<file path="src/rtl/carrycorrection_pkg.sv">
// Shared definitions for the sequential carry resolver.
//   carry_width : width of the inter-symbol carry for a given symbol/digit width
//   num_steps   : number of RESOLVE cycles per operand
//   step_width  : step counter width (never below 1 bit)
//   state_t     : resolver FSM states
package carrycorrection_pkg;

  typedef enum logic [1:0] {
    IDLE    = 2'd0,
    RESOLVE = 2'd1,
    DONE    = 2'd2
  } state_t;

  function automatic int carry_width(input int ibw, input int lr);
    return ibw - lr + 1;
  endfunction

  function automatic int num_steps(input int ns, input int spc);
    return ns / spc;
  endfunction

  function automatic int step_width(input int steps);
    return (steps > 1) ? $clog2(steps) : 1;
  endfunction

endpackage

</file>
<file path="src/rtl/carry_resolve_slice.sv">
// Combinational carry ripple over SYMBOLSPERCYCLE redundant symbols, LS first.
// Ports:
//   carry_in   [CARRYWIDTH-1:0]                           incoming carry (signed if SYMBOLS_ARE_SIGNED)
//   symbols_in [SYMBOLSPERCYCLE-1:0][INPUTSYMBOLBITWIDTH-1:0]  redundant symbols, index 0 = LS
//   digits_out [SYMBOLSPERCYCLE-1:0][LOGRADIX-1:0]         canonical digits
//   carry_out  [CARRYWIDTH-1:0]                           carry past the MS symbol of the slice
module carry_resolve_slice
  import carrycorrection_pkg::*;
#(
  parameter int SYMBOLSPERCYCLE     = 2,
  parameter int INPUTSYMBOLBITWIDTH = 6,
  parameter int LOGRADIX            = 4,
  parameter int SYMBOLS_ARE_SIGNED  = 0,
  localparam int CARRYWIDTH         = carry_width(INPUTSYMBOLBITWIDTH, LOGRADIX)
) (
  input  logic [CARRYWIDTH-1:0]                                  carry_in,
  input  logic [SYMBOLSPERCYCLE-1:0][INPUTSYMBOLBITWIDTH-1:0]    symbols_in,
  output logic [SYMBOLSPERCYCLE-1:0][LOGRADIX-1:0]               digits_out,
  output logic [CARRYWIDTH-1:0]                                  carry_out
);

  // Two guard bits above the symbol width hold any symbol+carry sum exactly,
  // so the running sum is never truncated.
  localparam int TW = INPUTSYMBOLBITWIDTH + 2;

  logic [TW-1:0] w_c;
  logic [TW-1:0] w_t;

  always_comb begin
    digits_out = '0;
    w_t        = '0;
    if (SYMBOLS_ARE_SIGNED != 0) begin
      w_c = {{(TW-CARRYWIDTH){carry_in[CARRYWIDTH-1]}}, carry_in};
    end else begin
      w_c = {{(TW-CARRYWIDTH){1'b0}}, carry_in};
    end
    for (int i = 0; i < SYMBOLSPERCYCLE; i++) begin
      if (SYMBOLS_ARE_SIGNED != 0) begin
        w_t = {{(TW-INPUTSYMBOLBITWIDTH){symbols_in[i][INPUTSYMBOLBITWIDTH-1]}}, symbols_in[i]} + w_c;
        w_c = $signed(w_t) >>> LOGRADIX;
      end else begin
        w_t = {{(TW-INPUTSYMBOLBITWIDTH){1'b0}}, symbols_in[i]} + w_c;
        w_c = w_t >> LOGRADIX;
      end
      digits_out[i] = w_t[LOGRADIX-1:0];
    end
    // The carry magnitude is bounded by the symbol width, so the top guard
    // bits are pure sign/zero extension and can be dropped.
    carry_out = w_c[CARRYWIDTH-1:0];
  end

endmodule

</file>
<file path="src/rtl/sequential_carry_resolver.sv">
// Pipelined carry resolver: converts a redundant multi-symbol operand into
// canonical radix-2^LOGRADIX digits, SYMBOLSPERCYCLE symbols per clock.
// Ports:
//   clk, rst_n              clock, asynchronous active-low reset
//   in_valid / in_ready     operand handshake (data_in sampled at the accepting edge)
//   data_in                 [NUMSYMBOLS-1:0][INPUTSYMBOLBITWIDTH-1:0], index 0 = LS
//   out_valid / out_ready   result handshake
//   data_out                [NUMSYMBOLS-1:0][LOGRADIX:0], bit LOGRADIX always 0
//   carry_out               [CARRYWIDTH-1:0] carry past the MS symbol
module sequential_carry_resolver
  import carrycorrection_pkg::*;
#(
  parameter int NUMSYMBOLS          = 8,
  parameter int INPUTSYMBOLBITWIDTH = 6,
  parameter int LOGRADIX            = 4,
  parameter int SYMBOLSPERCYCLE     = 2,
  parameter int SYMBOLS_ARE_SIGNED  = 0,
  localparam int CARRYWIDTH         = carry_width(INPUTSYMBOLBITWIDTH, LOGRADIX),
  localparam int NUMSTEPS           = num_steps(NUMSYMBOLS, SYMBOLSPERCYCLE),
  localparam int STEPW              = step_width(NUMSTEPS)
) (
  input  logic                                              clk,
  input  logic                                              rst_n,
  input  logic                                              in_valid,
  output logic                                              in_ready,
  input  logic [NUMSYMBOLS-1:0][INPUTSYMBOLBITWIDTH-1:0]    data_in,
  output logic                                              out_valid,
  input  logic                                              out_ready,
  output logic [NUMSYMBOLS-1:0][LOGRADIX:0]                 data_out,
  output logic [CARRYWIDTH-1:0]                             carry_out
);

  localparam logic [STEPW-1:0] LAST_STEP = STEPW'(NUMSTEPS - 1);

  state_t                                                 r_state;
  logic [STEPW-1:0]                                       r_step;
  logic [NUMSYMBOLS-1:0][INPUTSYMBOLBITWIDTH-1:0]         r_operand;
  logic [NUMSYMBOLS-1:0][LOGRADIX-1:0]                    r_digits;
  logic [CARRYWIDTH-1:0]                                  r_carry;
  logic                                                   r_out_valid;

  logic [SYMBOLSPERCYCLE-1:0][INPUTSYMBOLBITWIDTH-1:0]    w_slice_syms;
  logic [SYMBOLSPERCYCLE-1:0][LOGRADIX-1:0]               w_slice_digits;
  logic [CARRYWIDTH-1:0]                                  w_slice_carry;
  logic                                                   w_accept;

  // Gating with rst_n keeps in_ready low for the whole reset assertion,
  // even though the state register already reads IDLE.
  assign in_ready  = rst_n && ((r_state == IDLE) || ((r_state == DONE) && out_ready));
  assign w_accept  = in_valid && in_ready;
  assign out_valid = r_out_valid;
  assign carry_out = r_carry;

  always_comb begin
    for (int i = 0; i < NUMSYMBOLS; i++) begin
      data_out[i] = {1'b0, r_digits[i]};
    end
  end

  always_comb begin
    w_slice_syms = r_operand[SYMBOLSPERCYCLE-1:0];
    for (int s = 0; s < NUMSTEPS; s++) begin
      if (r_step == STEPW'(s)) begin
        w_slice_syms = r_operand[s*SYMBOLSPERCYCLE +: SYMBOLSPERCYCLE];
      end
    end
  end

  carry_resolve_slice #(
    .SYMBOLSPERCYCLE     (SYMBOLSPERCYCLE),
    .INPUTSYMBOLBITWIDTH (INPUTSYMBOLBITWIDTH),
    .LOGRADIX            (LOGRADIX),
    .SYMBOLS_ARE_SIGNED  (SYMBOLS_ARE_SIGNED)
  ) u_slice (
    .carry_in   (r_carry),
    .symbols_in (w_slice_syms),
    .digits_out (w_slice_digits),
    .carry_out  (w_slice_carry)
  );

  always_ff @(posedge clk or negedge rst_n) begin
    if (!rst_n) begin
      r_state     <= IDLE;
      r_step      <= '0;
      r_operand   <= '0;
      r_digits    <= '0;
      r_carry     <= '0;
      r_out_valid <= 1'b0;
    end else begin
      case (r_state)
        IDLE: begin
          if (w_accept) begin
            r_operand <= data_in;
            r_step    <= '0;
            r_carry   <= '0;
            r_state   <= RESOLVE;
          end
        end
        RESOLVE: begin
          for (int s = 0; s < NUMSTEPS; s++) begin
            if (r_step == STEPW'(s)) begin
              r_digits[s*SYMBOLSPERCYCLE +: SYMBOLSPERCYCLE] <= w_slice_digits;
            end
          end
          r_carry <= w_slice_carry;
          if (r_step == LAST_STEP) begin
            r_step      <= '0;
            r_state     <= DONE;
            r_out_valid <= 1'b1;
          end else begin
            r_step <= r_step + 1'b1;
          end
        end
        DONE: begin
          if (out_ready) begin
            r_out_valid <= 1'b0;
            // Back-to-back: the next operand is taken in the same cycle the
            // result is consumed.
            if (w_accept) begin
              r_operand <= data_in;
              r_step    <= '0;
              r_carry   <= '0;
              r_state   <= RESOLVE;
            end else begin
              r_state <= IDLE;
            end
          end
        end
        default: begin
          r_state     <= IDLE;
          r_out_valid <= 1'b0;
        end
      endcase
    end
  end

endmodule
</file>
<file path="config.mk">
export PLATFORM = sky130hd
export DESIGN_NAME = sequential_carry_resolver
export DESIGN_NICKNAME = d
export VERILOG_FILES = /design/src/rtl/carrycorrection_pkg.sv /design/src/rtl/carry_resolve_slice.sv /design/src/rtl/sequential_carry_resolver.sv
export SDC_FILE = /design/constraint.sdc
export NUM_CORES = 1
export LEC_CHECK = 0
export CORE_UTILIZATION = 40
export CTS_BUF_LIST = sky130_fd_sc_hd__clkbuf_4
export CTS_CLUSTER_DIAMETER = 60
export DETAILED_ROUTE_END_ITERATION = 10
export PLACE_DENSITY_LB_ADDON = 0.15
export SLEW_MARGIN = 0
export SYNTH_ARGS = -nofsm -noshare
export SYNTH_HDL_FRONTEND = slang
export SYNTH_HIERARCHICAL = 1
export SYNTH_SLANG_ARGS = --single-unit
export TNS_END_PERCENT = 30
</file>
<file path="constraint.sdc">
create_clock -name clk -period 3.95 [get_ports clk]
set_clock_uncertainty 0.1 [all_clocks]
set_input_delay 0.79 -clock clk [delete_from_list [all_inputs] [get_ports clk]]
set_output_delay 0.79 -clock clk [all_outputs]
set_load 0.03 [all_outputs]
</file>
Fig. 1: run 1, placed cells, one color a class
Bar = 20 microns.
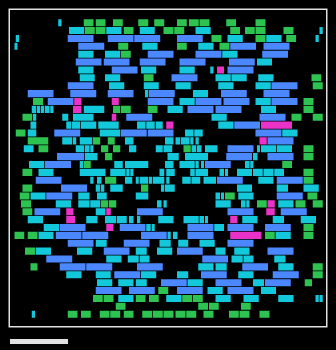
legend:
  cyan:
    class: combinational and other logic
    cells: 209
  green:
    class: other buffers and delay cells
    cells: 102
  magenta:
    class: clock drivers and dummy loads
    cells: 16
  blue:
    class: flops
    cells: 88

Fig. 2: run 1, where the registers sit
Bar = 20 microns. Other sequential cells in the stronger gray, the rest of the logic in the fainter gray.
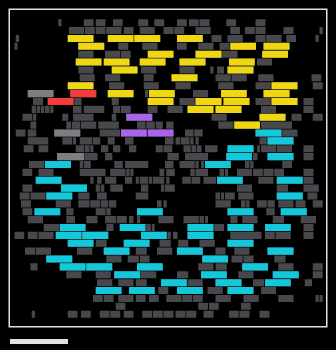
legend:
  purple:
    netlist_name: carry_out
    flops: 3
  red:
    netlist_name: r_state
    flops: 2
  cyan:
    netlist_name: r_operand
    flops: 48
  yellow:
    netlist_name: data_out
    flops: 32

==> impl_metrics.toml, run 1 <==
# synthesis and place-and-route metrics
[logic_synthesis]
xor_area_share_pct = 1.72
synth_top_area_share_pct = 48.0
mux_share_pct = 31.4
ys_cells = 311
flop_cell = "dfrtp_1"
yosysWarningCount = 6
synth_chip_area_sq_um = 4590
top_area_cell = "dfrtp_1"
synth_area_sq_um = 4590
edf_count = 0
common_cells = "dfrtp_1, mux2_4, nand2_1"
syn_avg_cell_area_sq_um = 14.8
ys_top_cells_by_area = "dfrtp_1, mux2_4, mux2_2"

[critical_path]
worstPathArrival_ns = 4.00
startpoint = "r_step[0]"
start_kind = "flip-flop"
worstPathMaxFanout = 5
r2r-start = "r_step[0]"
end_kind = "flip-flop"

[final_layout]
largest_reg_flops = 48
regMostFlops = "r_operand"
final_cells = 555

[status]
status = "complete, no violations"

[placement]
pre_cts_ws_ns = -0.0455
gp_congestion = 0.757

[hold_path]
hp-class = "primary input to asynchronous set/reset pin"

[grt]
gr-usage-met1_pct = 22.2
gr-total-overflow = 0

[floorplanning]
core_sq_um = 11000
ios = 97
chip_area_sq_um = 11900
fp-row-count = 38

[timing]
slew_violations = 0
tns_ns = 0

[clock_network]
cts-root-buf = "clkbuf_4"
clock_sinks = 88
post_cts_buffers = 0
clk_pin_slew_ns = 0.15
clock_latency_ns = 0.46
cts_tree = "built"
cts-resized-gates = 2
cts_hold_buf = 0
htreeDepth = 3

[detailed_routing]
drc = 0
highest_layer = "met4"
vias_per_cell = 4.76
drt-pass1-iter-count = 4

[run]
max_cap_viol_count = 0

[pwr]
p_per_area_nw_per_um2 = 958
Fig. 3: run 1, selected gate families
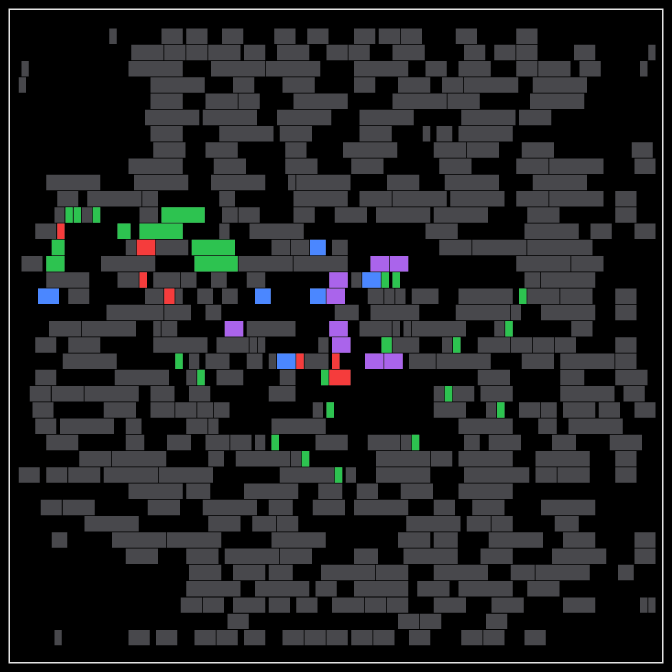
legend:
  blue:
    family: AND and OR gates
    cells: 6
    most_used: and2_2
    where: center
  purple:
    family: XOR/XNOR gates
    cells: 9
    most_used: xnor2_1
    where: center
  green:
    family: NAND gates
    cells: 26
    most_used: nand2_1
  red:
    family: NOR gates
    cells: 7
    most_used: nor2_1

-- run 1: area by class of cell --
class | instances | area (sq um) | area share [%]
multi-input cells | 200 | 2190 | 37.9
inverters | 9 | 33.8 | 0.586
flip-flops and latches | 88 | 2200 | 38.2
clock buffers | 9 | 67.6 | 1.17
repair buffers | 102 | 1000 | 17.4
well taps | 140 | 175 | 3.04
clock inverters | 7 | 96.3 | 1.67
-- run 1: where the power goes --
| group | internal, mW | leakage (nW) | switching [mW] |
|---|---|---|---|
| clock | 0.258 | 0.0898 | 0.310 |
| combinational | 1.75 | 1.57 | 1.57 |
| sequential | 1.36 | 1.05 | 0.281 |
==> inputs of run 2 (changes only) <==
--- a/config.mk
+++ b/config.mk
@@ -5,7 +5,7 @@
 export SDC_FILE = /design/constraint.sdc
 export NUM_CORES = 1
 export LEC_CHECK = 0
-export CORE_UTILIZATION = 40
+export CORE_UTILIZATION = 53
 export CTS_BUF_LIST = sky130_fd_sc_hd__clkbuf_4
 export CTS_CLUSTER_DIAMETER = 60
 export DETAILED_ROUTE_END_ITERATION = 10
==> constraint.sdc (replaced) <==
create_clock -name clk -period 3.48 [get_ports clk]
set_clock_uncertainty 0.1 [all_clocks]
set_input_delay 0.696 -clock clk [delete_from_list [all_inputs] [get_ports clk]]
set_output_delay 0.696 -clock clk [all_outputs]
set_load 0.03 [all_outputs]
==> impl_metrics.toml, run 2 <==
# synthesis and place-and-route metrics
[status]
status = "finished with violations"
violations = "negative setup slack"

[placement]
gp_congestion = 0.765
portBuffers = 88
pre_cts_ws_ns = -0.281
place_area_sq_um = 5650

[critical_path]
worstPathArrival_ns = 3.88
worstPathMaxFanout = 7
end_kind = "flip-flop"
start_kind = "flip-flop"
r2r-start = "r_step[0]"
startpoint = "r_step[0]"

[detailed_routing]
drt-pass1-iter-count = 4
drc = 0
vias_per_cell = 5.14
drt_iter0_drc = 58
highest_layer = "met4"

[clock_network]
cts_tree = "built"
clock_latency_ns = 0.43
clk_pin_slew_ns = 0.14
cts_hold_buf = 0
cts-root-buf = "clkbuf_4"
clock_sinks = 88
htreeDepth = 3

[pwr]
p_per_area_nw_per_um2 = 1130

[final_layout]
comb_cells = 200
inv_count = 9
logic_area_sq_um = 2290
largest_reg_flops = 48
final_cells = 539
regMostFlops = "r_operand"
flop_area_sq_um = 2200
signal_buffers = 121
comb_share_pct = 38.4
largestClassByArea = "logic gates"
buffer_area_share_pct = 19.2
flops = 88
final-clk-cell-share_pct = 2.73
seq_share_pct = 37.0
clock_buffers = 9

[timing]
layout_setup_ws_ns = -0.164
setup_viol = 5
slew_violations = 0
tns_ns = -0.384
rsz0062_at_grt = "true"
post-route-period-util_pct = 105

[floorplanning]
core_sq_um = 8300
fp-row-count = 33
tap_cells = 105
fp_util_pct = 55.3
ios = 97
chip_area_sq_um = 9030

[logic_synthesis]
xor_area_share_pct = 1.72
top_area_cell = "dfrtp_1"
ys_top_cells_by_area = "dfrtp_1, mux2_4, mux2_2"
common_cells = "dfrtp_1, mux2_4, nand2_1"
mux_share_pct = 31.4
yosysWarningCount = 6
flop_cell = "dfrtp_1"
synth_chip_area_sq_um = 4590
synth_area_sq_um = 4590
syn_avg_cell_area_sq_um = 14.8
ys_cells = 311
edf_count = 0

[hold_path]
hp-class = "primary input to asynchronous set/reset pin"

[grt]
gr-total-overflow = 0

[run]
max_cap_viol_count = 0
## run 2: cell counts after synthesis
Identical to the previous run, type by type.
## run 2: where the power goes
part	internal [mW]	switching, mW	total (mW)
registers	1.55	0.330	1.87
clock network	0.292	0.351	0.643
logic	2.30	1.94	4.24
total	4.14	2.62	6.76
## run 2: worst max-delay path, cell delays in order (launching register included)
cell and delay, ns:
dfrtp_2 0.46, buf_4 0.15, ha_1 0.23, buf_4 0.17, o21ai_2 0.15, inv_1 0.08
fa_2 0.36, and2b_2 0.24, o21ai_2 0.05, xnor2_1 0.17, ha_2 0.21, inv_2 0.04
fa_2 0.32, and2b_2 0.24, o21ai_2 0.07, xnor2_1 0.16, and2_4 0.15, a31o_4 0.19
## run 2: timing repair
action                     CTS  global route
gates resized               12             7
buffers inserted             4             3
pin swaps                   10             5
setup endpoints to repair   15            15
Fig. 4: run 2, clock distribution
Bar = 20 microns.
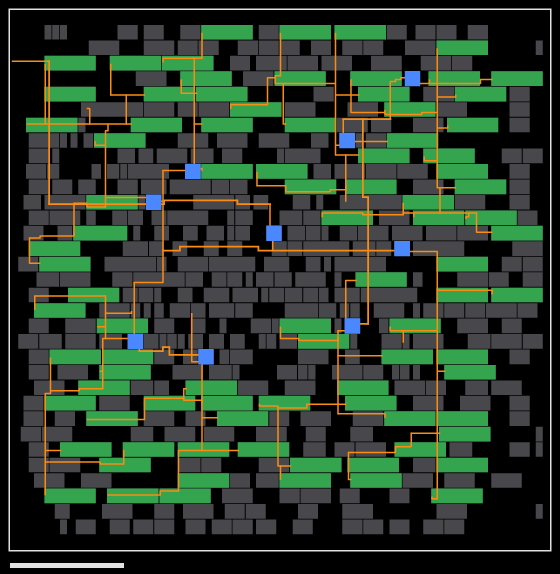
legend:
  green:
    item: flip-flops
    count: 88
  orange:
    item: clock wires
    length: 979 microns
  blue:
    item: clock drivers
    count: 9
flops lie: all over the die
routed clock nets: 10

Fig. 5: run 2, track usage over the die
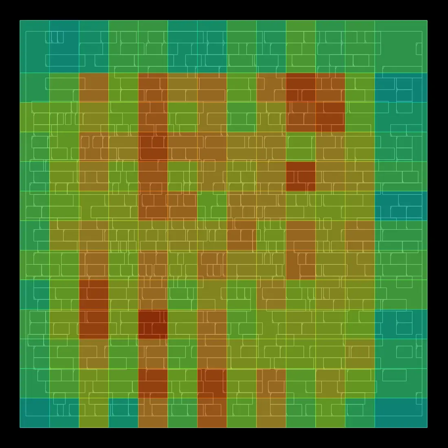
met2 usage: 36.3%
GRT Util Overall: 21.3%
GR Layer Usage met1: 27.6%

Fig. 6: run 2, placed cells, one color a class
Bar = 20 microns.
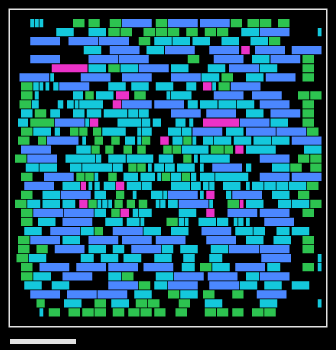
legend:
  blue:
    class: flops
    cells: 88
  cyan:
    class: combinational and other logic
    cells: 209
  magenta:
    class: clock drivers and dummy loads
    cells: 16
  green:
    class: other buffers and delay cells
    cells: 121

No activity file was given, so power comes from the tool's default toggle rates.
